File: src/rtl/apb_regbank_if.sv
// APB bus bundle for apb_regbank: setup/access handshake, address, data and response.
interface apb_regbank_if #(
    parameter int unsigned ADDR_W = 8
);
    logic              psel;
    logic              penable;
    logic              pwrite;
    logic [ADDR_W-1:0] paddr;
    logic [31:0]       pwdata;
    logic [3:0]        pstrb;
    logic [31:0]       prdata;
    logic              pready;
    logic              pslverr;

    modport master (
        output psel, penable, pwrite, paddr, pwdata, pstrb,
        input  prdata, pready, pslverr
    );

    modport slave (
        input  psel, penable, pwrite, paddr, pwdata, pstrb,
        output prdata, pready, pslverr
    );
endinterface

File: src/rtl/apb_regbank.sv
// Parametrised APB slave register bank: NUM_REGS word registers with per-register read-only
// (hardware status) and self-clearing (strobe) typing, byte-lane writes, programmable wait
// states and PSLVERR on bad index, misaligned address or write to a read-only register.
// Optional feature macro: APB_REGBANK_INTR_EN adds INTR_STAT (W1C, index NUM_REGS) and
// INTR_EN (RW, index NUM_REGS+1) with a registered interrupt output.
module apb_regbank #(
    parameter int unsigned         NUM_REGS    = 16,
    parameter int unsigned         ADDR_W      = 8,
    parameter int unsigned         WAIT_STATES = 0,
    parameter logic [NUM_REGS-1:0] RO_MASK     = '0,
    parameter logic [NUM_REGS-1:0] SC_MASK     = '0
) (
    input  logic                     I_PCLK,
    input  logic                     I_PRESET,
    apb_regbank_if.slave             bus,
    output logic [32*NUM_REGS-1:0]   O_REG_FLAT,
    input  logic [32*NUM_REGS-1:0]   I_HW_FLAT,
    output logic [NUM_REGS-1:0]      O_WR_PULSE
`ifdef APB_REGBANK_INTR_EN
    ,
    input  logic [7:0]               I_INTR_SET,
    output logic                     O_INTR
`endif
);

    localparam int unsigned IDX_W = ADDR_W - 2;
`ifdef APB_REGBANK_INTR_EN
    localparam int unsigned NUM_IDX = NUM_REGS + 2;
`else
    localparam int unsigned NUM_IDX = NUM_REGS;
`endif

    typedef enum logic [0:0] {StIdle, StAccess} state_e;

    state_e      state_q, state_d;
    logic [3:0]  cnt_q, cnt_d;
    logic        pready_q, pready_d;
    logic        pslverr_q, pslverr_d;
    logic [31:0] prdata_q, prdata_d;
    logic        raise;
    logic        commit;

    logic [31:0]         regs_q [NUM_REGS];
    logic [31:0]         regs_d [NUM_REGS];
    logic [NUM_REGS-1:0] wr_pulse_q, wr_pulse_d;

    logic [IDX_W-1:0] idx;
    logic             idx_ok;
    logic             ro_hit;
    logic             acc_err;
    logic [31:0]      rd_val;

`ifdef APB_REGBANK_INTR_EN
    logic [7:0] intr_stat_q, intr_stat_d;
    logic [7:0] intr_en_q, intr_en_d;
    logic       intr_q;
`endif

    assign idx = bus.paddr[ADDR_W-1:2];

    // Address decode, error classification and read-data selection for the current address.
    always_comb begin
        idx_ok = (32'(idx) < NUM_IDX);
        ro_hit = 1'b0;
        rd_val = 32'h0;
        for (int unsigned i = 0; i < NUM_REGS; i++) begin
            if (32'(idx) == i) begin
                ro_hit = RO_MASK[i];
                if (RO_MASK[i]) begin
                    rd_val = I_HW_FLAT[32*i +: 32];
                end else if (SC_MASK[i]) begin
                    rd_val = 32'h0;
                end else begin
                    rd_val = regs_q[i];
                end
            end
        end
`ifdef APB_REGBANK_INTR_EN
        if (32'(idx) == NUM_REGS) begin
            rd_val = {24'h0, intr_stat_q};
        end
        if (32'(idx) == NUM_REGS + 1) begin
            rd_val = {24'h0, intr_en_q};
        end
`endif
        acc_err = !idx_ok || (bus.paddr[1:0] != 2'b00) || (bus.pwrite && ro_hit);
    end

    // FSM next state, wait counting and response capture on the PREADY-raising edge.
    always_comb begin
        state_d   = state_q;
        cnt_d     = cnt_q;
        pready_d  = pready_q;
        pslverr_d = pslverr_q;
        prdata_d  = prdata_q;
        raise     = 1'b0;
        commit    = 1'b0;
        unique case (state_q)
            StIdle: begin
                if (bus.psel && !bus.penable) begin
                    state_d = StAccess;
                    cnt_d   = 4'd0;
                    raise   = (WAIT_STATES == 0);
                end
            end
            StAccess: begin
                if (!bus.psel) begin
                    // Abort: drop the transfer without touching the register file.
                    state_d   = StIdle;
                    pready_d  = 1'b0;
                    pslverr_d = 1'b0;
                end else if (!pready_q) begin
                    cnt_d = cnt_q + 4'd1;
                    raise = ({1'b0, cnt_q} + 5'd1 == 5'(WAIT_STATES));
                end else if (bus.penable) begin
                    commit    = bus.pwrite && !pslverr_q;
                    state_d   = StIdle;
                    pready_d  = 1'b0;
                    pslverr_d = 1'b0;
                end
            end
            default: state_d = StIdle;
        endcase
        if (raise) begin
            pready_d  = 1'b1;
            pslverr_d = acc_err;
            prdata_d  = acc_err ? 32'h0 : rd_val;
        end
    end

    // FSM and bus response registers.
    always_ff @(posedge I_PCLK) begin
        if (I_PRESET) begin
            state_q   <= StIdle;
            cnt_q     <= 4'd0;
            pready_q  <= 1'b0;
            pslverr_q <= 1'b0;
            prdata_q  <= 32'h0;
        end else begin
            state_q   <= state_d;
            cnt_q     <= cnt_d;
            pready_q  <= pready_d;
            pslverr_q <= pslverr_d;
            prdata_q  <= prdata_d;
        end
    end

    // Register file next state: byte-lane merge on commit, self-clearing registers fall back to 0.
    always_comb begin
        wr_pulse_d = '0;
        for (int unsigned i = 0; i < NUM_REGS; i++) begin
            regs_d[i] = SC_MASK[i] ? 32'h0 : regs_q[i];
            if (commit && (32'(idx) == i)) begin
                for (int unsigned b = 0; b < 4; b++) begin
                    if (bus.pstrb[b]) begin
                        regs_d[i][8*b +: 8] = bus.pwdata[8*b +: 8];
                    end
                end
                wr_pulse_d[i] = 1'b1;
            end
        end
    end

    // Register file and write pulse storage.
    always_ff @(posedge I_PCLK) begin
        if (I_PRESET) begin
            for (int unsigned i = 0; i < NUM_REGS; i++) begin
                regs_q[i] <= 32'h0;
            end
            wr_pulse_q <= '0;
        end else begin
            for (int unsigned i = 0; i < NUM_REGS; i++) begin
                regs_q[i] <= regs_d[i];
            end
            wr_pulse_q <= wr_pulse_d;
        end
    end

`ifdef APB_REGBANK_INTR_EN
    // Interrupt status/enable next state; a hardware set beats a same-cycle W1C clear.
    always_comb begin
        intr_stat_d = intr_stat_q;
        intr_en_d   = intr_en_q;
        if (commit && bus.pstrb[0]) begin
            if (32'(idx) == NUM_REGS) begin
                intr_stat_d = intr_stat_q & ~bus.pwdata[7:0];
            end
            if (32'(idx) == NUM_REGS + 1) begin
                intr_en_d = bus.pwdata[7:0];
            end
        end
        intr_stat_d = intr_stat_d | I_INTR_SET;
    end

    // Interrupt registers and registered interrupt output.
    always_ff @(posedge I_PCLK) begin
        if (I_PRESET) begin
            intr_stat_q <= 8'h0;
            intr_en_q   <= 8'h0;
            intr_q      <= 1'b0;
        end else begin
            intr_stat_q <= intr_stat_d;
            intr_en_q   <= intr_en_d;
            intr_q      <= |(intr_stat_q & intr_en_q);
        end
    end

    assign O_INTR = intr_q;
`endif

    for (genvar g = 0; g < NUM_REGS; g++) begin : g_flat
        assign O_REG_FLAT[32*g +: 32] = regs_q[g];
    end

    assign O_WR_PULSE  = wr_pulse_q;
    assign bus.prdata  = prdata_q;
    assign bus.pready  = pready_q;
    assign bus.pslverr = pslverr_q;

endmodule

File: src/flat_wrapper.sv
// flat-port wrapper written by rule: the top's interface ports become plain ports
module apb_regbank_flat 
#(
    parameter int unsigned         NUM_REGS    = 16,
    parameter int unsigned         ADDR_W      = 8,
    parameter int unsigned         WAIT_STATES = 0,
    parameter logic [NUM_REGS-1:0] RO_MASK     = '0,
    parameter logic [NUM_REGS-1:0] SC_MASK     = '0
)
  (I_PCLK, I_PRESET, O_REG_FLAT, I_HW_FLAT, O_WR_PULSE, bus_psel, bus_penable, bus_pwrite, bus_paddr, bus_pwdata, bus_pstrb, bus_prdata, bus_pready, bus_pslverr);
  apb_regbank_if #(.ADDR_W(ADDR_W)) bus_i ();
  input  logic I_PCLK;
  input  logic I_PRESET;
  output logic [32*NUM_REGS-1:0] O_REG_FLAT;
  input  logic [32*NUM_REGS-1:0] I_HW_FLAT;
  output logic [NUM_REGS-1:0] O_WR_PULSE;
  input wire logic [$bits(bus_i.psel)-1:0] bus_psel;
  input wire logic [$bits(bus_i.penable)-1:0] bus_penable;
  input wire logic [$bits(bus_i.pwrite)-1:0] bus_pwrite;
  input wire logic [$bits(bus_i.paddr)-1:0] bus_paddr;
  input wire logic [$bits(bus_i.pwdata)-1:0] bus_pwdata;
  input wire logic [$bits(bus_i.pstrb)-1:0] bus_pstrb;
  output wire logic [$bits(bus_i.prdata)-1:0] bus_prdata;
  output wire logic [$bits(bus_i.pready)-1:0] bus_pready;
  output wire logic [$bits(bus_i.pslverr)-1:0] bus_pslverr;
  assign bus_i.psel = bus_psel;
  assign bus_i.penable = bus_penable;
  assign bus_i.pwrite = bus_pwrite;
  assign bus_i.paddr = bus_paddr;
  assign bus_i.pwdata = bus_pwdata;
  assign bus_i.pstrb = bus_pstrb;
  assign bus_prdata = bus_i.prdata;
  assign bus_pready = bus_i.pready;
  assign bus_pslverr = bus_i.pslverr;
  apb_regbank #(.NUM_REGS(NUM_REGS), .ADDR_W(ADDR_W), .WAIT_STATES(WAIT_STATES), .RO_MASK(RO_MASK), .SC_MASK(SC_MASK)) u_core (.I_PCLK(I_PCLK), .I_PRESET(I_PRESET), .bus(bus_i), .O_REG_FLAT(O_REG_FLAT), .I_HW_FLAT(I_HW_FLAT), .O_WR_PULSE(O_WR_PULSE));
endmodule
File: config.mk
export PLATFORM = sky130hd
export DESIGN_NAME = apb_regbank_flat
export DESIGN_NICKNAME = d
export VERILOG_FILES = /design/src/rtl/apb_regbank_if.sv /design/src/rtl/apb_regbank.sv /design/src/flat_wrapper.sv
export SDC_FILE = /design/constraint.sdc
export NUM_CORES = 2
export LEC_CHECK = 0
export CORE_AREA = 2 2 432 434
export DETAILED_ROUTE_END_ITERATION = 8
export DIE_AREA = 0 0 434 436
export GPL_ROUTABILITY_DRIVEN = 0
export HOLD_SLACK_MARGIN = 0.02
export PLACE_DENSITY = 0.39
export REMOVE_ABC_BUFFERS = 1
export SYNTH_ARGS = -nofsm -noshare
export SYNTH_HDL_FRONTEND = slang
export SYNTH_SLANG_ARGS = --single-unit
File: constraint.sdc
create_clock -name I_PCLK -period 2.5 [get_ports I_PCLK]
set_clock_uncertainty 0.05 [all_clocks]
set_input_delay 0.5 -clock I_PCLK [delete_from_list [all_inputs] [get_ports I_PCLK]]
set_output_delay 0.5 -clock I_PCLK [all_outputs]
set_load 0.02 [all_outputs]
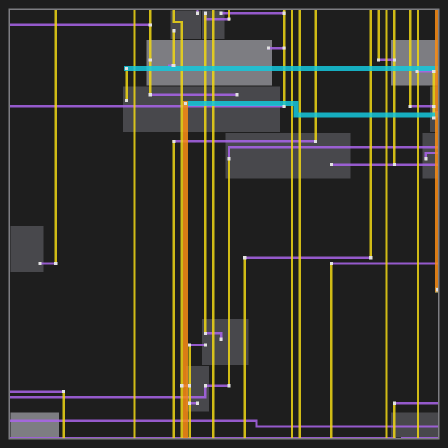
detail.png
Region (96, 314) to (121, 339) um. Cells in gray, sequential cells in the stronger gray; small squares are vias.
metal 2: drawn in yellow. metal 1: drawn in purple. metal 4: drawn in orange. metal 3: drawn in cyan.
Sequential cells in the window: 1. 10 logic cells have their middle in the window. Netlist names of flops here include u_core.regs_q (1). Most frequent: nand2_1 (2), buf_4 (2).

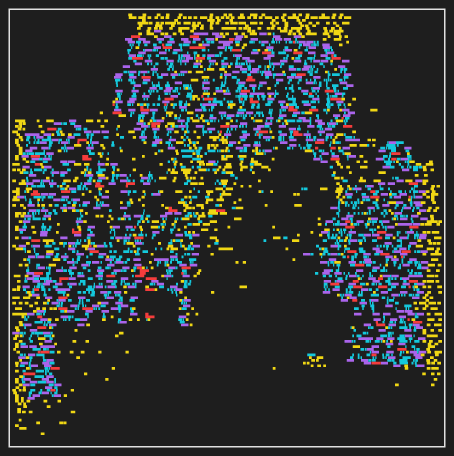
placement_by_type.png
Scale: 1 px per um.
combinational and other logic: drawn in cyan, cells 2283. clock drivers and dummy loads: drawn in red, cells 134. sequential cells: drawn in purple, cells 567. remaining buffers and delay cells: drawn in yellow, cells 1052.

==> results.toml <==
# yosys + openroad results
[sta]
holdWs_ps = 130
slew_headroom_pct = 39.5
hold_viol = 0
period_used_pct = 98.7
worst_pin_slew_ps = 908
fmax_mhz = 405

[clocking]
clk_latency_ps = 690
clockBufferDepth = 3
hold_buffers = 0
cts_buffers = 73

[flow_run]
cap_violations = 0
warning_count = 541

[logic_synthesis]
async_flop_share_pct = 0
flop_cell = "dfxtp_1"
synthDominantCellAreaShare_pct = 45.3
ys_top_cells_by_count = "nand2_1, dfxtp_1, a21oi_1, nand3_1, clkbuf_1"
area_leaders = "dfxtp_1, a21oi_1, nand2_1, nand3_1, clkbuf_1"
synth_seq_share_pct = 45.3
top_logic_kind = "simple AND/OR/NAND/NOR gates"
aoi_share_pct = 19.0
ys_area_um2 = 25000
ys_sh_mux_pct = 6.19
synth-xor-area-share_pct = 0.0699
yosysWarnings = 0
synth-seq-cells = 567
synthAdderAreaFrac_pct = 0.0999
syn_avg_cell_area_um2 = 7.91

[die]
fp_util_pct = 13.6
rows = 158
die_h_um = 436
die_w_um = 434

[worst_setup_path]
crit_path_top_delay_cell = "clkdlybuf4s50_1"
r2r_slack_ps = 100
startpoint = "u_core.regs_q[0][215]"
critPathLaunchType = "register"
critPathBufInv = 1
crit_fanout = 3
cp.required_ps = 1950
reg2reg_depth = 9
arrival_ps = 1920
cp.depth = 1
r2r_start = "u_core.cnt_q[0]"
worst-setup-path-type = "register to output port"
timing.rr.end = "u_core.bus.prdata[6]"
critPathMaxStageDelay_ps = 680

[status]
status = "finished, final reports clean"

[drt]
wl_mm = 193
ant_nets = 0
drt_iter0_markers = 3138
vias_per_cell = 4.48
vias = 29244

[final_layout]
nNetsFinal = 4540
final_util_pct = 21.6
n_fill_cell = 20522
drive_above_1_share_pct = 17.5
syn2layout_area_growth_pct = 59.5
instances_no_fill = 6529

[grt]
grt_usage_pct = 19.7
grt_pass1_vias = 27602
grt_max_degree = 163

[power_and_ir_drop]
powerDensity_nw_per_um2 = 544
ir_worst_vdd_uv = 446
p_leak_nw = 13.5

[placement]
dp.cells = 6382
==> metrics by stage <==
| stage | setup TNS [ps] | instance area [um^2] | worst slack, ps |
|---|---|---|---|
| floorplan | -268360 | 23700 | -1210 |
| global placement | -268200 | 37500 | -707 |
| detailed placement | -278940 | 37500 | -733 |
| CTS | 0 | 39900 | 1.92 |
| global route | 0 | 39900 | 1.10 |
| finish | 0 | 40000 | 31.7 |
==> layer usage <==
layer | wire length (um) | GRT usage [%]
met1 | 82300 | 25.7
met4 | 8950 | 8.20
met2 | 84000 | 30.1
met3 | 18200 | 5.96
met5 | 26 | 0
==> layout make-up <==
class / instances / area (um^2) / share of cell area, %
diodes: 13 / 32.5 / 0.0814
clock buffers: 108 / 2190 / 5.48
clock inverters: 26 / 289 / 0.723
inverters: 10 / 37.5 / 0.0939
multi-input cells: 2273 / 12500 / 31.2
flip-flops and latches: 567 / 11400 / 28.4
well taps: 2480 / 3100 / 7.77
repair buffers: 1052 / 10500 / 26.2
==> power breakdown <==
group          switching, W  leakage [nW]  internal (W)
clock               0.00464          1.23       0.00651
sequential       0.00000675          4.57       0.00904
combinational       0.00109          7.73      0.000466
total               0.00574          13.5        0.0160
==> cells by family (layout without fill, tap and decap cells) <==
family / count (synthesis) / count (layout)
AND/OR/NAND/NOR: 1318 / 1318
other: 0 / 13
multiplexers: 119 / 119
flip-flops: 567 / 567
AND-OR/OR-AND: 832 / 832
buffers and inverters: 327 / 1196
adder cells (fa/ha/maj): 2 / 2
XOR/XNOR: 2 / 2
==> cell usage in the layout (no fill, tap or decap), types with 27 or more instances in the layout <==
cell type,netlist,routed
o21ai_0,96,95
o221ai_1,27,27
nor2_1,98,91
nand2_1,646,640
a22oi_1,35,35
dfxtp_1,567,559
clkdlybuf4s50_1,0,544
buf_12,0,90
nand3_1,464,463
buf_4,17,366
mux2i_1,66,66
a21oi_1,539,539
dlygate4sd2_1,0,43
mux2_2,27,27
clkbuf_16,0,74
==> worst reg2reg max path, cell delays in order (launching register included) <==
cell	delay (ps)
dfxtp_1	350
ha_1	250
and3b_1	200
or2_2	330
a31oi_4	310
buf_4	200
nor2b_4	240
buf_12	210
nand2_1	100
o21ai_0	80
==> how the worst max path moves through the flow <==
stage | endpoint | slack (ps)
final | O_REG_FLAT[215] | 30
after CTS | O_REG_FLAT[357] | 2
after floorplan | u_core.regs_q[1][160] | -1210
after global routing | O_REG_FLAT[215] | 1
after global placement | u_core.bus.prdata[4] | -710
after detailed placement | u_core.bus.prdata[4] | -730
==> flip-flops by register name, indices dropped and copies added, names as in the netlist <==
signal              flops
u_core.bus.pready       1
u_core.bus.pslverr      1
u_core.bus.prdata      32
u_core.regs_q         512
u_core.state_q          1
u_core.O_WR_PULSE      16
u_core.cnt_q            4
==> what timing repair did <==
action                     4_1_cts  5_1_grt
setup buffers                    0        0
setup endpoints to repair       52       78
resized                         52       11
pin swaps                        0        0
Power is estimated from default activity; no workload was simulated.
